Figure 1. M3 wires.
Cells faint in the background.
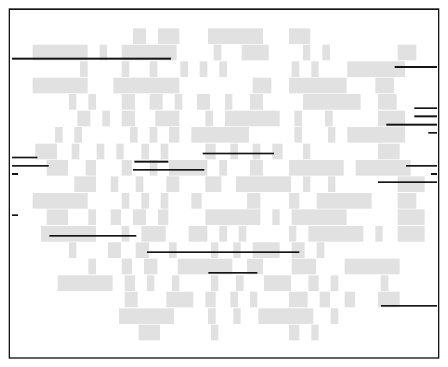
Figure 2. Clock distribution.
The bar under the picture is 20 um long.
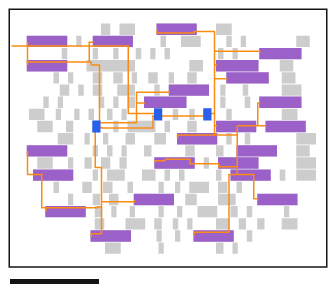
Figure 3. Wire density map.
The bar under the picture is 20 um long. The die is cut into 14 by 11 equal tiles; white is low, dark blue is high, scaled to the fullest tile. Values are wire area over tile area, all layers added.
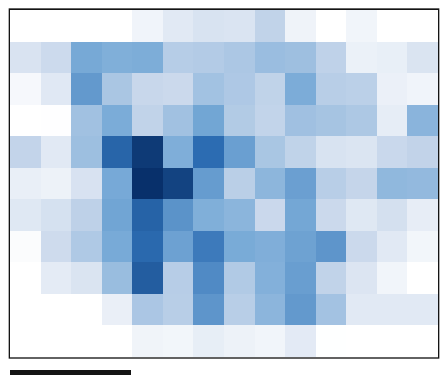
--- src/rtl/spi_ss_onehot_gen.sv ---
// One-hot SPI slave-select sequencer: IDLE -> SETUP -> ACTIVE -> HOLD -> GAP -> IDLE.
// All outputs are registered and decoded from the next state, so they track the state exactly.
module spi_ss_onehot_gen #(
    parameter int unsigned M         = 5,
    parameter int unsigned SETUP_CYC = 2,
    parameter int unsigned HOLD_CYC  = 2,
    parameter int unsigned GAP_CYC   = 1
) (
    input  logic         i_clk,
    input  logic         i_rst_n,
    input  logic         i_req_valid,
    output logic         o_req_ready,
    input  logic [2:0]   i_req_idx,
    input  logic         i_xfer_done,
    output logic         o_start,
    output logic [M-1:0] o_ss_n,
    output logic [M-1:0] o_sel_onehot,
    output logic         o_busy,
    output logic         o_err
);

    typedef enum logic [2:0] {
        IDLE   = 3'd0,
        SETUP  = 3'd1,
        ACTIVE = 3'd2,
        HOLD   = 3'd3,
        GAP    = 3'd4
    } state_t;

    localparam logic [3:0] M_LIM    = 4'(M);
    localparam logic [3:0] SETUP_LD = 4'(SETUP_CYC - 1);
    localparam logic [3:0] HOLD_LD  = 4'(HOLD_CYC - 1);
    localparam logic [3:0] GAP_LD   = (GAP_CYC > 0) ? 4'(GAP_CYC - 1) : 4'd0;

    state_t       r_state;
    state_t       w_state_nxt;
    logic [3:0]   r_cnt;
    logic [3:0]   w_cnt_nxt;
    logic [2:0]   r_idx;
    logic [2:0]   w_idx_nxt;
    logic         w_hs;
    logic         w_idx_ok;
    logic         w_accept;
    logic         w_reject;
    logic         w_start;
    logic [M-1:0] w_sel;

    logic         r_req_ready;
    logic         r_start;
    logic [M-1:0] r_ss_n;
    logic [M-1:0] r_sel;
    logic         r_busy;
    logic         r_err;

    // r_req_ready is only ever set while the next state is IDLE, so it doubles as the IDLE qualifier
    assign w_hs     = i_req_valid && r_req_ready && (r_state == IDLE);
    assign w_idx_ok = ({1'b0, i_req_idx} < M_LIM);
    assign w_accept = w_hs && w_idx_ok;
    assign w_reject = w_hs && !w_idx_ok;

    always_comb begin
        w_state_nxt = r_state;
        w_cnt_nxt   = r_cnt;
        w_idx_nxt   = r_idx;
        case (r_state)
            IDLE: begin
                if (w_accept) begin
                    w_state_nxt = SETUP;
                    w_cnt_nxt   = SETUP_LD;
                    w_idx_nxt   = i_req_idx;
                end
            end
            SETUP: begin
                if (r_cnt == 4'd0) begin
                    w_state_nxt = ACTIVE;
                    w_cnt_nxt   = '0;
                end else begin
                    w_cnt_nxt = r_cnt - 4'd1;
                end
            end
            ACTIVE: begin
                if (i_xfer_done) begin
                    w_state_nxt = HOLD;
                    w_cnt_nxt   = HOLD_LD;
                end
            end
            HOLD: begin
                if (r_cnt == 4'd0) begin
                    if (GAP_CYC == 0) begin
                        w_state_nxt = IDLE;
                        w_cnt_nxt   = '0;
                    end else begin
                        w_state_nxt = GAP;
                        w_cnt_nxt   = GAP_LD;
                    end
                end else begin
                    w_cnt_nxt = r_cnt - 4'd1;
                end
            end
            GAP: begin
                if (r_cnt == 4'd0) begin
                    w_state_nxt = IDLE;
                    w_cnt_nxt   = '0;
                end else begin
                    w_cnt_nxt = r_cnt - 4'd1;
                end
            end
            default: begin
                w_state_nxt = IDLE;
                w_cnt_nxt   = '0;
            end
        endcase
    end

    always_comb begin
        w_sel = '0;
        for (int unsigned i = 0; i < M; i++) begin
            if ((w_state_nxt == SETUP || w_state_nxt == ACTIVE || w_state_nxt == HOLD)
                && (3'(i) == w_idx_nxt)) begin
                w_sel[i] = 1'b1;
            end
        end
    end

    assign w_start = (w_state_nxt == ACTIVE) && (r_state != ACTIVE);

    always_ff @(posedge i_clk or negedge i_rst_n) begin
        if (!i_rst_n) begin
            r_state     <= IDLE;
            r_cnt       <= '0;
            r_idx       <= '0;
            r_req_ready <= 1'b0;
            r_start     <= 1'b0;
            r_ss_n      <= '1;
            r_sel       <= '0;
            r_busy      <= 1'b0;
            r_err       <= 1'b0;
        end else begin
            r_state     <= w_state_nxt;
            r_cnt       <= w_cnt_nxt;
            r_idx       <= w_idx_nxt;
            r_req_ready <= (w_state_nxt == IDLE);
            r_start     <= w_start;
            r_ss_n      <= ~w_sel;
            r_sel       <= w_sel;
            r_busy      <= (w_state_nxt != IDLE);
            r_err       <= w_reject;
        end
    end

    assign o_req_ready  = r_req_ready;
    assign o_start      = r_start;
    assign o_ss_n       = r_ss_n;
    assign o_sel_onehot = r_sel;
    assign o_busy       = r_busy;
    assign o_err        = r_err;

endmodule

--- config.mk ---
export PLATFORM = sky130hd
export DESIGN_NAME = spi_ss_onehot_gen
export DESIGN_NICKNAME = d
export VERILOG_FILES = /design/src/rtl/spi_ss_onehot_gen.sv
export SDC_FILE = /design/constraint.sdc
export NUM_CORES = 1
export LEC_CHECK = 0
export ABC_AREA = 1
export CAP_MARGIN = 25
export CELL_PAD_IN_SITES_DETAIL_PLACEMENT = 2
export CELL_PAD_IN_SITES_GLOBAL_PLACEMENT = 2
export CORE_ASPECT_RATIO = 0.8
export CORE_MARGIN = 2
export CORE_UTILIZATION = 32
export CTS_BUF_LIST = sky130_fd_sc_hd__clkbuf_2
export CTS_CLUSTER_DIAMETER = 50
export DETAILED_ROUTE_END_ITERATION = 16
export PLACE_DENSITY_LB_ADDON = 0.25
export RECOVER_POWER = 50
export SLEW_MARGIN = 20
export SYNTH_ARGS = -nofsm -noshare
export SYNTH_HDL_FRONTEND = slang
export SYNTH_SLANG_ARGS = --single-unit
--- constraint.sdc ---
create_clock -name i_clk -period 1.9 [get_ports i_clk]
set_clock_uncertainty 0.1 [all_clocks]
set_input_delay 0.38 -clock i_clk [delete_from_list [all_inputs] [get_ports i_clk]]
set_output_delay 0.38 -clock i_clk [all_outputs]
set_load 0.02 [all_outputs]
==> Slide: Implementation Results <==
Synthesis and Place & Route Summary

Worst setup path
  – End of the critical path: o_sel_onehot[2]
  – Slack of the worst reg-to-reg path: roughly 0.14 ns
  – Arrival time reported for the critical path endpoint: between 1 and 1.5 ns
  – Critical Path Slowest Stage Cell: clkdlybuf4s50_1
  – R2R depth: 10
  – Worst Path Buf+Inv: 1
  – Capture instance of the worst register-to-register path: o_ss_n[4]
  – Maximum fanout along the worst path: 1

Die
  – IO Pins: 21
  – X dimension of the die: roughly 70 um
  – Initial Utilization: between 30% and 40%
  – Die area: ~0.004 sq mm

Clock tree
  – CTS Buf Count: 3
  – Clock sinks: 24
  – Deepest level of the CTS H-tree: 1

Final timing
  – Final tally of max-slew violations: 0
  – Setup repair after global routing missed its margin: no

Logic synthesis
  – Part of the Yosys area used for sequential elements: 53.3%
  – Net count of the mapped netlist: ~140
  – Leading cell types by count after synthesis: nand2_1 (28), dfrtp_1 (19), inv_1 (19), nor2_1 (15), nand2_2 (12)
  – Number of register bits inferred by synthesis: 24

Worst hold path
  – Tightest Hold Check Type: reg2reg

Finish
  – Diodes inserted: 0
  – Post-layout nets: about 170
  – Sequential cell count: 24
  – Share of the core filled with cells: 42.3%

Routing
  – Total iterations of the first detailed-routing run: 4
  – Met2 wire len: ~1500 um

Placement
  – Number of port buffers: 20

Status
  – Outcome: complete, no violations
Back to the opening pictures, Figure 1:
- share of all routed wire: 5.2%
- longest straight run: 26.0 um
- main direction: horizontal
- nets with wire on the layer: 18
- wire length on this layer: 159 um
count of vias placed by the detailed router: 925
GR Layer Usage met3: 5.12%

Back to the opening pictures, Figure 2:
- orange: clock wires (length 354 um)
- purple: flip-flops (count 24)
- blue: clock drivers (count 3)
- routed clock nets: 4

Back to the opening pictures, Figure 3:
- fullest tile: 0.41
- mean over tiles: 0.12
- nearly empty tiles: 14%
- tiles over half the peak: 18%
- densest ninth of the die: centre

